===== src/rtl/para_stream_feeder_layer7.sv =====
// para_stream_feeder_layer7: byte-stream to parameter-word feeder for layer 7.
// Assembles big-endian `PARA_WIDTH words from an 8-bit valid/ready stream and
// strobes them into the layer-7 parameter loader, FM_DEPTH + 5*CHANNEL_NUM
// words per load session.
// Optional feature: define PARA_CHECKSUM_EN to receive one trailing checksum
// word per session (sum of all words, mod 2^`PARA_WIDTH) and flag a mismatch
// on chk_err.

`ifndef PARA_WIDTH
`define PARA_WIDTH 16
`endif
`ifndef LOAD_PARA
`define LOAD_PARA 1'b0
`endif

module para_stream_feeder_layer7 #(
    parameter int FM_DEPTH    = 256,
    parameter int CHANNEL_NUM = 512,
    parameter int LOG2TOTAL   = 12
) (
    input  logic                          clk,
    input  logic                          rst_n,
    input  logic                          mode,
    input  logic                          start,
    input  logic                          s_valid,
    input  logic [7:0]                    s_data,
    output logic                          s_ready,
    output logic                          data_e_para,
    output logic signed [`PARA_WIDTH-1:0] para_in,
    output logic                          busy,
    output logic                          load_done,
    output logic                          err_abort,
    output logic                          chk_err
);

    // `PARA_WIDTH must be a multiple of 8.
    localparam int PW    = `PARA_WIDTH;
    localparam int BPW   = PW / 8;
    localparam int BCW   = (BPW > 1) ? $clog2(BPW) : 1;
    localparam int TOTAL = FM_DEPTH + 5 * CHANNEL_NUM;

    localparam logic [BCW-1:0]       LAST_BYTE = BCW'(BPW - 1);
    localparam logic [LOG2TOTAL-1:0] LAST_WORD = LOG2TOTAL'(TOTAL - 1);

    typedef enum logic [1:0] {
        IDLE,
        RECV,
        DONE
`ifdef PARA_CHECKSUM_EN
        , CHK
`endif
    } state_t;

    state_t                 state_q, state_d;
    logic [BCW-1:0]         byte_cnt_q, byte_cnt_d;
    logic [LOG2TOTAL-1:0]   word_cnt_q, word_cnt_d;
    logic [PW-1:0]          shift_q, shift_d;
    logic [PW-1:0]          para_q, para_d;
    logic                   strobe_q, strobe_d;
    logic                   s_ready_q, s_ready_d;
    logic                   err_abort_q, err_abort_d;
`ifdef PARA_CHECKSUM_EN
    logic [PW-1:0]          sum_q, sum_d;
    logic                   chk_err_q, chk_err_d;
`endif

    logic          load_mode;
    logic          accept;
    logic          last_byte;
    logic [PW-1:0] assembled;

    assign load_mode = (mode == `LOAD_PARA);
    assign accept    = s_valid && s_ready_q;
    assign last_byte = (byte_cnt_q == LAST_BYTE);
    // Earlier bytes shift toward the MSB, so the first byte lands on top.
    assign assembled = (shift_q << 8) | PW'(s_data);

    // State register and datapath registers, synchronous active-low reset.
    always_ff @(posedge clk) begin
        // NOTE: every register here uses <= so all of them update from the
        // same pre-edge values; blocking = would create order-dependent races.
        if (!rst_n) begin
            state_q     <= IDLE;
            byte_cnt_q  <= '0;
            word_cnt_q  <= '0;
            shift_q     <= '0;
            para_q      <= '0;
            strobe_q    <= 1'b0;
            s_ready_q   <= 1'b0;
            err_abort_q <= 1'b0;
`ifdef PARA_CHECKSUM_EN
            sum_q       <= '0;
            chk_err_q   <= 1'b0;
`endif
        end else begin
            state_q     <= state_d;
            byte_cnt_q  <= byte_cnt_d;
            word_cnt_q  <= word_cnt_d;
            shift_q     <= shift_d;
            para_q      <= para_d;
            strobe_q    <= strobe_d;
            s_ready_q   <= s_ready_d;
            err_abort_q <= err_abort_d;
`ifdef PARA_CHECKSUM_EN
            sum_q       <= sum_d;
            chk_err_q   <= chk_err_d;
`endif
        end
    end

    // Next-state logic: session control, byte assembly and word strobes.
    always_comb begin
        // NOTE: every variable gets its hold value first so no path through
        // the case statement leaves one unassigned and infers a latch.
        state_d     = state_q;
        byte_cnt_d  = byte_cnt_q;
        word_cnt_d  = word_cnt_q;
        shift_d     = shift_q;
        para_d      = para_q;
        strobe_d    = 1'b0;
        err_abort_d = err_abort_q;
`ifdef PARA_CHECKSUM_EN
        sum_d       = sum_q;
        chk_err_d   = chk_err_q;
`endif

        unique case (state_q)
            IDLE, DONE: begin
                if (start && load_mode) begin
                    state_d     = RECV;
                    byte_cnt_d  = '0;
                    word_cnt_d  = '0;
                    shift_d     = '0;
                    err_abort_d = 1'b0;
`ifdef PARA_CHECKSUM_EN
                    sum_d       = '0;
                    chk_err_d   = 1'b0;
`endif
                end else if (state_q == DONE && !load_mode) begin
                    state_d = IDLE;
                end
            end
            RECV: begin
                if (!load_mode) begin
                    // Abort: drop the partial word and return to IDLE.
                    state_d     = IDLE;
                    byte_cnt_d  = '0;
                    err_abort_d = 1'b1;
                end else if (accept) begin
                    if (last_byte) begin
                        byte_cnt_d = '0;
                        para_d     = assembled;
                        strobe_d   = 1'b1;
                        word_cnt_d = word_cnt_q + LOG2TOTAL'(1);
`ifdef PARA_CHECKSUM_EN
                        sum_d      = sum_q + assembled;
                        if (word_cnt_q == LAST_WORD) state_d = CHK;
`else
                        if (word_cnt_q == LAST_WORD) state_d = DONE;
`endif
                    end else begin
                        byte_cnt_d = byte_cnt_q + BCW'(1);
                        shift_d    = assembled;
                    end
                end
            end
`ifdef PARA_CHECKSUM_EN
            CHK: begin
                if (!load_mode) begin
                    state_d     = IDLE;
                    byte_cnt_d  = '0;
                    err_abort_d = 1'b1;
                end else if (accept) begin
                    if (last_byte) begin
                        // Checksum word is compared, never forwarded.
                        byte_cnt_d = '0;
                        chk_err_d  = (assembled != sum_q);
                        state_d    = DONE;
                    end else begin
                        byte_cnt_d = byte_cnt_q + BCW'(1);
                        shift_d    = assembled;
                    end
                end
            end
`endif
            default: state_d = IDLE;
        endcase

`ifdef PARA_CHECKSUM_EN
        s_ready_d = (state_d == RECV) || (state_d == CHK);
`else
        s_ready_d = (state_d == RECV);
`endif
    end

    // A strobe still pending when mode rises is suppressed at the output.
    assign data_e_para = strobe_q && load_mode;
    assign para_in     = para_q;
    assign s_ready     = s_ready_q;
    assign busy        = (state_q == RECV);
    assign load_done   = (state_q == DONE);
    assign err_abort   = err_abort_q;
`ifdef PARA_CHECKSUM_EN
    assign chk_err     = chk_err_q;
`else
    assign chk_err     = 1'b0;
`endif

endmodule


===== config.mk =====
export PLATFORM = sky130hd
export DESIGN_NAME = para_stream_feeder_layer7
export DESIGN_NICKNAME = d
export VERILOG_FILES = /design/src/rtl/para_stream_feeder_layer7.sv
export SDC_FILE = /design/constraint.sdc
export NUM_CORES = 1
export LEC_CHECK = 0
export ABC_CLOCK_PERIOD_IN_PS = 2050
export CORE_AREA = 2 2 57 70
export CTS_CLUSTER_SIZE = 12
export DETAILED_ROUTE_END_ITERATION = 8
export DIE_AREA = 0 0 59 72
export PLACE_DENSITY = 0.73
export SLEW_MARGIN = 30
export SYNTH_ARGS = -nofsm -noshare
export SYNTH_HDL_FRONTEND = slang
export SYNTH_SLANG_ARGS = --single-unit

===== constraint.sdc =====
create_clock -name clk -period 2.05 [get_ports clk]
set_clock_uncertainty 0.05 [all_clocks]
set_input_delay 0.41 -clock clk [delete_from_list [all_inputs] [get_ports clk]]
set_output_delay 0.41 -clock clk [all_outputs]
set_load 0.03 [all_outputs]

run_1/cell_classes.png
Scale bar: 20 um. Fill, decap, tap and diode cells in grey.
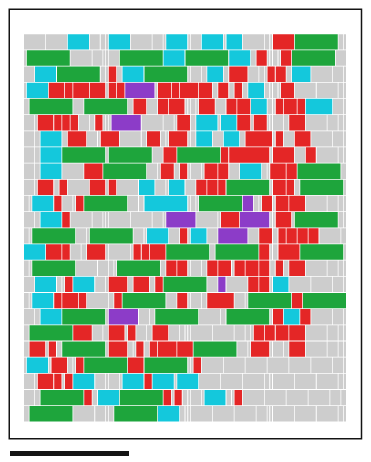
| class | colour | cells | share of their area |
|---|---|---|---|
| clock drivers and dummy loads | purple | 8 | 4.2% |
| flops | green | 42 | 38% |
| other buffers and delay cells | cyan | 45 | 20% |
| all other logic | red | 141 | 38% |
core area: 0.00354 mm^2
Seq/total area: 37.5%

run_1/final_placement.png
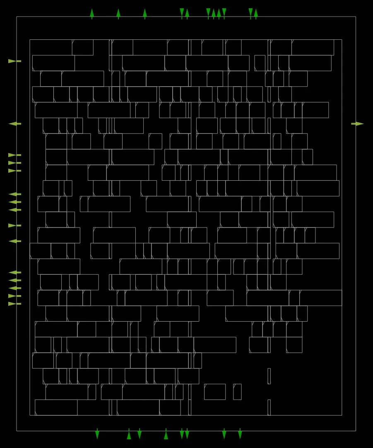
Rows: 24
fin util: 63.3%
tapcells inserted: 39
non-filler cells, final: 275

run_1/wire_density.png
The die is cut into 12 by 14 equal tiles; black is low, pale yellow is high, scaled to the fullest tile. Values are wire area over tile area, all layers added.
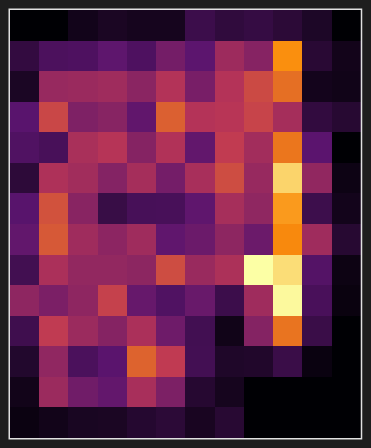
emptiest ninth of the die: lower right
fullest tile: 0.49
nearly empty tiles: 8.3%
densest ninth of the die: middle right
tiles over half the peak: 14%
mean over tiles: 0.14

==> job_summary.md, run 1 <==
## Synthesis and layout report

| Metric | Value |
|---|---|
| Hold path startpoint | `para_in[6]` |
| Critical path type | `input pin to flop` |
| Floorplan Nets | `207` |
| Combinational gate area | `820 um^2` |
| Clk slew on worst S/H paths | `around 0.080 ns` |
| Multi-input gates | `between 100 and 150` |
| Max Buffers Root-to-Sink | `2` |
| Wire per inst | `around 14 um` |
| Most common logic cells in the final layout | `dfxtp_1 (42), nand2_1 (41), clkdlybuf4s50_1 (30)` |
| Synth area leader | `dfxtp_1` |
| TritonCTS Buffers | `5` |
| Syn-to-layout area delta | `30.4%` |
| Global-route wire length before repair | `6530 um` |
| Cts hold-fix bufs | `0` |
| Worst min-delay path endpoint | `para_in[6]` |
| GR Overflow Total | `0` |
| Count of library flops with an enable pin | `0` |
| Yosys simple share | `23.0%` |
| Mux area share | `0%` |
| Yosys reg bits | `42` |
| Initial antenna violation count | `0` |
| Clock Buffer Count | `7` |
| Hold Path Stages | `2` |
| # diodes | `0` |
| Final ANT Viol Nets | `0` |
| Top FF cell, synth | `dfxtp_1` |
| CTS resizes | `1` |
| GR Util met2 | `33.5%` |
| Max-area cell class | `flip-flops and latches` |
| Ys cells | `about 190` |
| Gp weighted congestion | `0.811` |
| ClkCell Share | `4.07%` |
| Post-DP Area | `~0.0022 mm^2` |
| Met2 WL | `2010 um` |
| Slowest-stage cell, CP | `or4_1` |
| Slowest stage delay, CP | `0.53 ns` |
| Seq cells | `42` |
| YS chip area | `0.00172 mm^2` |
| Final tally of setup violations | `0` |
| Worst Setup SP | `start` |
| Worst setup margin | `between 0.06 and 0.07 ns` |
| Hold Slack | `0.417 ns` |
| Top Ports | `35` |
| Worst Path Buf+Inv | `1` |
| Status | `completed` |
| Lkg Pwr | `0.000818 uW` |
| Reg area | `841 um^2` |
| Maximum vdd drop | `411 uV` |
| Met1 Usage GRT | `22.5%` |
| Latency at later pin | `0.28 ns` |
| R2R Path End | `word_cnt_q[9]` |
| Sequential power | `820 uW` |
| CTS tree | `yes` |
| Post-Synth XOR/XNOR Area | `0.509%` |
| Synth unique cells | `33` |
==> inputs of run 2 (changes only) <==
- CORE_AREA: 2 2 57 70 -> 2 2 68 82
- CTS_CLUSTER_SIZE: 12 -> 14
- DIE_AREA: 0 0 59 72 -> 0 0 70 84
- PLACE_DENSITY: 0.73 -> 0.54
- SLEW_MARGIN: 30 -> default
==> run 2 against run 1 <==
- combinational power about the same
- final area up 3.5%
- sequential power about the same
- worst setup slack better by 0.047 ns
- sequential share of layout area down 1.3 points
- critical path type unchanged
- highest routed layer unchanged
==> job_summary.md, run 2 <==
## Synthesis and layout report

| Metric | Value |
|---|---|
| Status | `completed` |
| Final tally of setup violations | `0` |
| Wire per inst | `12.4 um` |
| TritonCTS Buffers | `5` |
| Lkg Pwr | `0.000842 uW` |
| Cts hold-fix bufs | `0` |
| Rows | `29` |
| Met2 WL | `1760 um` |
| Global-route wire length before repair | `6640 um` |
| Hold Slack | `slightly above 0.4 ns` |
| Slowest-stage cell, CP | `or4_1` |
| CTS tree | `yes` |
| Top Ports | `35` |
| Seq cells | `42` |
| Syn-to-layout area delta | `34.9%` |
| Gp weighted congestion | `around 0.76` |
| Max-area cell class | `flip-flops and latches` |
| Worst Setup SP | `start` |
| # diodes | `0` |
| Fin util | `between 40% and 50%` |
| Post-DP Area | `between 0.002 and 0.0025 mm^2` |
| Combinational gate area | `820 um^2` |
| Mux area share | `0%` |
| Reg area | `841 um^2` |
| Max Buffers Root-to-Sink | `2` |
| Post-Synth XOR/XNOR Area | `less than 1%` |
| Critical path type | `input pin to flop` |
| Maximum vdd drop | `403 uV` |
| Initial antenna violation count | `0` |
| Clock Buffer Count | `6` |
| Worst Path Buf+Inv | `1` |
| Yosys simple share | `23.0%` |
| Sequential power | `821 uW` |
| Floorplan Nets | `slightly above 200` |
| ClkCell Share | `4.74%` |
run_2/final_placement.png
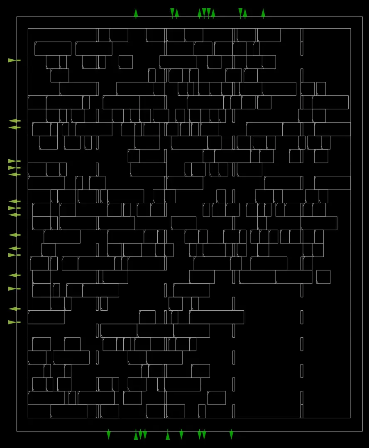
non-filler cells, final: 302
Seq/total area: 36.2%

run_2/met1.png
Supply wires on this layer in grey.
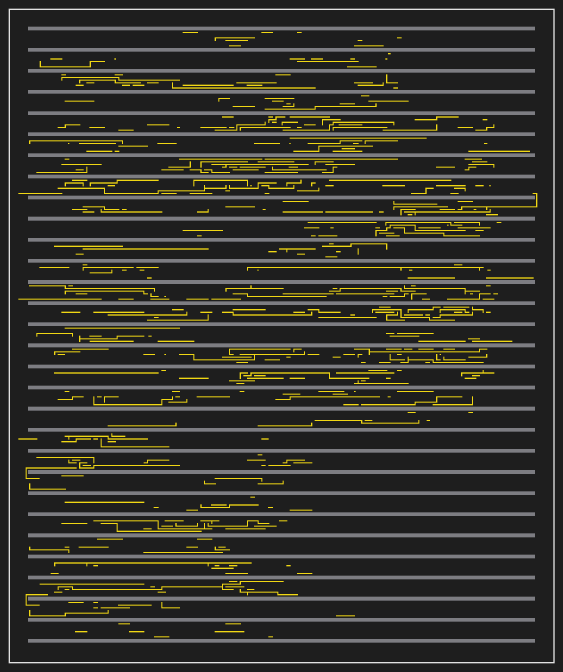
wire length on this layer: 1760 um
share of all routed wire: 47%
nets with wire on the layer: 227
Total Wirelength: 3750 um
Vias: 1489
met1 Usage GRT: 17.4%

==> inputs of run 3 (changes only) <==
- PLACE_DENSITY: 0.54 -> 0.55
==> run 3 against run 2 <==
- register-to-register slack about the same
- synthesized cell count unchanged
- core utilization down 0.78 points
- worst setup slack worse by 0.00056 ns
- die area unchanged
- synthesized area unchanged
- largest cell class unchanged
==> job_summary.md, run 3 <==
## Synthesis and layout report

| Metric | Value |
|---|---|
| Detailed Routing Iterations Pass 1 | `4` |
| Lkg Pwr | `0.000816 uW` |
| Post-DP Area | `0.00218 mm^2` |
| Max Buffers Root-to-Sink | `2` |
| Worst setup margin | `0.114 ns` |
| Hold path startpoint | `para_in[8]` |
| Multi-input gates | `138` |
| Count of library flops with an enable pin | `0` |
| Maximum vdd drop | `293 uV` |
| Cts hold-fix bufs | `0` |
| Pre-CTS WS | `-0.203 ns` |
| Post-Synth XOR/XNOR Area | `0.509%` |
| Syn-to-layout area delta | `32.6%` |
| Yosys reg bits | `~42` |
| Hold Path Stages | `2` |
| Met1 Usage GRT | `~17%` |
| Synth unique cells | `33` |
| Non-filler cells, final | `just under 300` |
| Yosys simple share | `a little under a quarter` |
| Met2 WL | `1790 um` |
| Final ANT Viol Nets | `0` |
| Status | `completed` |
| Critical path type | `input pin to flop` |
| GR Overflow Total | `0` |
| DIE HEIGHT | `84 um` |
| Max-area cell class | `flip-flops and latches` |
| Largest delay contributor family on the critical path | `simple AND/OR/NAND/NOR gates` |
| Top Ports | `35` |
| Worst Setup SP | `start` |
| Initial antenna violation count | `0` |
| Reg area | `841 um^2` |
| Fin util | `44.3%` |
| ClkCell Share | `4.17%` |
| Tapcells inserted | `between 60 and 70` |
| Slowest stage delay, CP | `0.51 ns` |
| AO/OA Area Share | `23.2%` |
| Clk slew on worst S/H paths | `about 0.08 ns` |
| TritonCTS Buffers | `5` |
| Worst min-delay path endpoint | `para_in[8]` |
| Final tally of setup violations | `0` |
| Gp weighted congestion | `between 0.7 and 0.8` |
| Mux area share | `0%` |
| GR Util met2 | `22.9%` |
| CTS tree | `yes` |
| Synth area leader | `dfxtp_1` |
| Global-route wire length before repair | `6560 um` |
| Floorplan Nets | `207` |
| Most common logic cells in the final layout | `dfxtp_1 (42), nand2_1 (41), clkdlybuf4s50_1 (30)` |
| YS chip area | `0.00172 mm^2` |
| CTS resizes | `1` |
| Clock Buffer Count | `6` |
| Worst Path Buf+Inv | `1` |
| # diodes | `0` |
| R2R Path End | `word_cnt_q[6]` |
| Ys cells | `193` |
| Latency at later pin | `0.29 ns` |
run_3/wire_density.png
The die is cut into 14 by 17 equal tiles; black is low, pale yellow is high, scaled to the fullest tile. Values are wire area over tile area, all layers added.
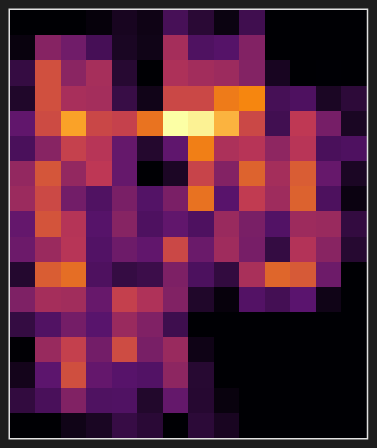
mean over tiles: 0.099
fullest tile: 0.39
tiles over half the peak: 16%
wire per inst: 12.6 um
Total Wirelength: 3740 um
GR Util All Layers: 13.8%
Vias: 1455

run_3/cell_classes.png
Scale bar: 20 um. Fill, decap, tap and diode cells in grey.
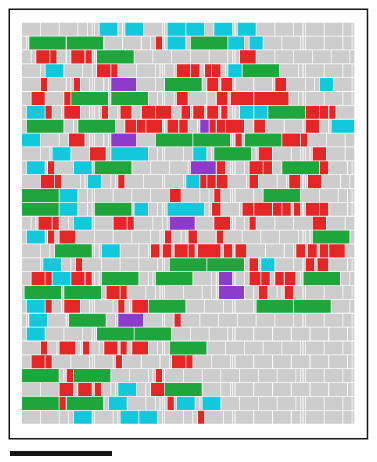
| class | colour | cells | share of their area |
|---|---|---|---|
| flops | green | 42 | 38% |
| clock drivers and dummy loads | purple | 8 | 4.3% |
| other buffers and delay cells | cyan | 44 | 20% |
| all other logic | red | 141 | 38% |
core area: 0.00515 mm^2
Rows: 29
Seq/total area: 36.9%

Power is estimated from default activity; no workload was simulated.
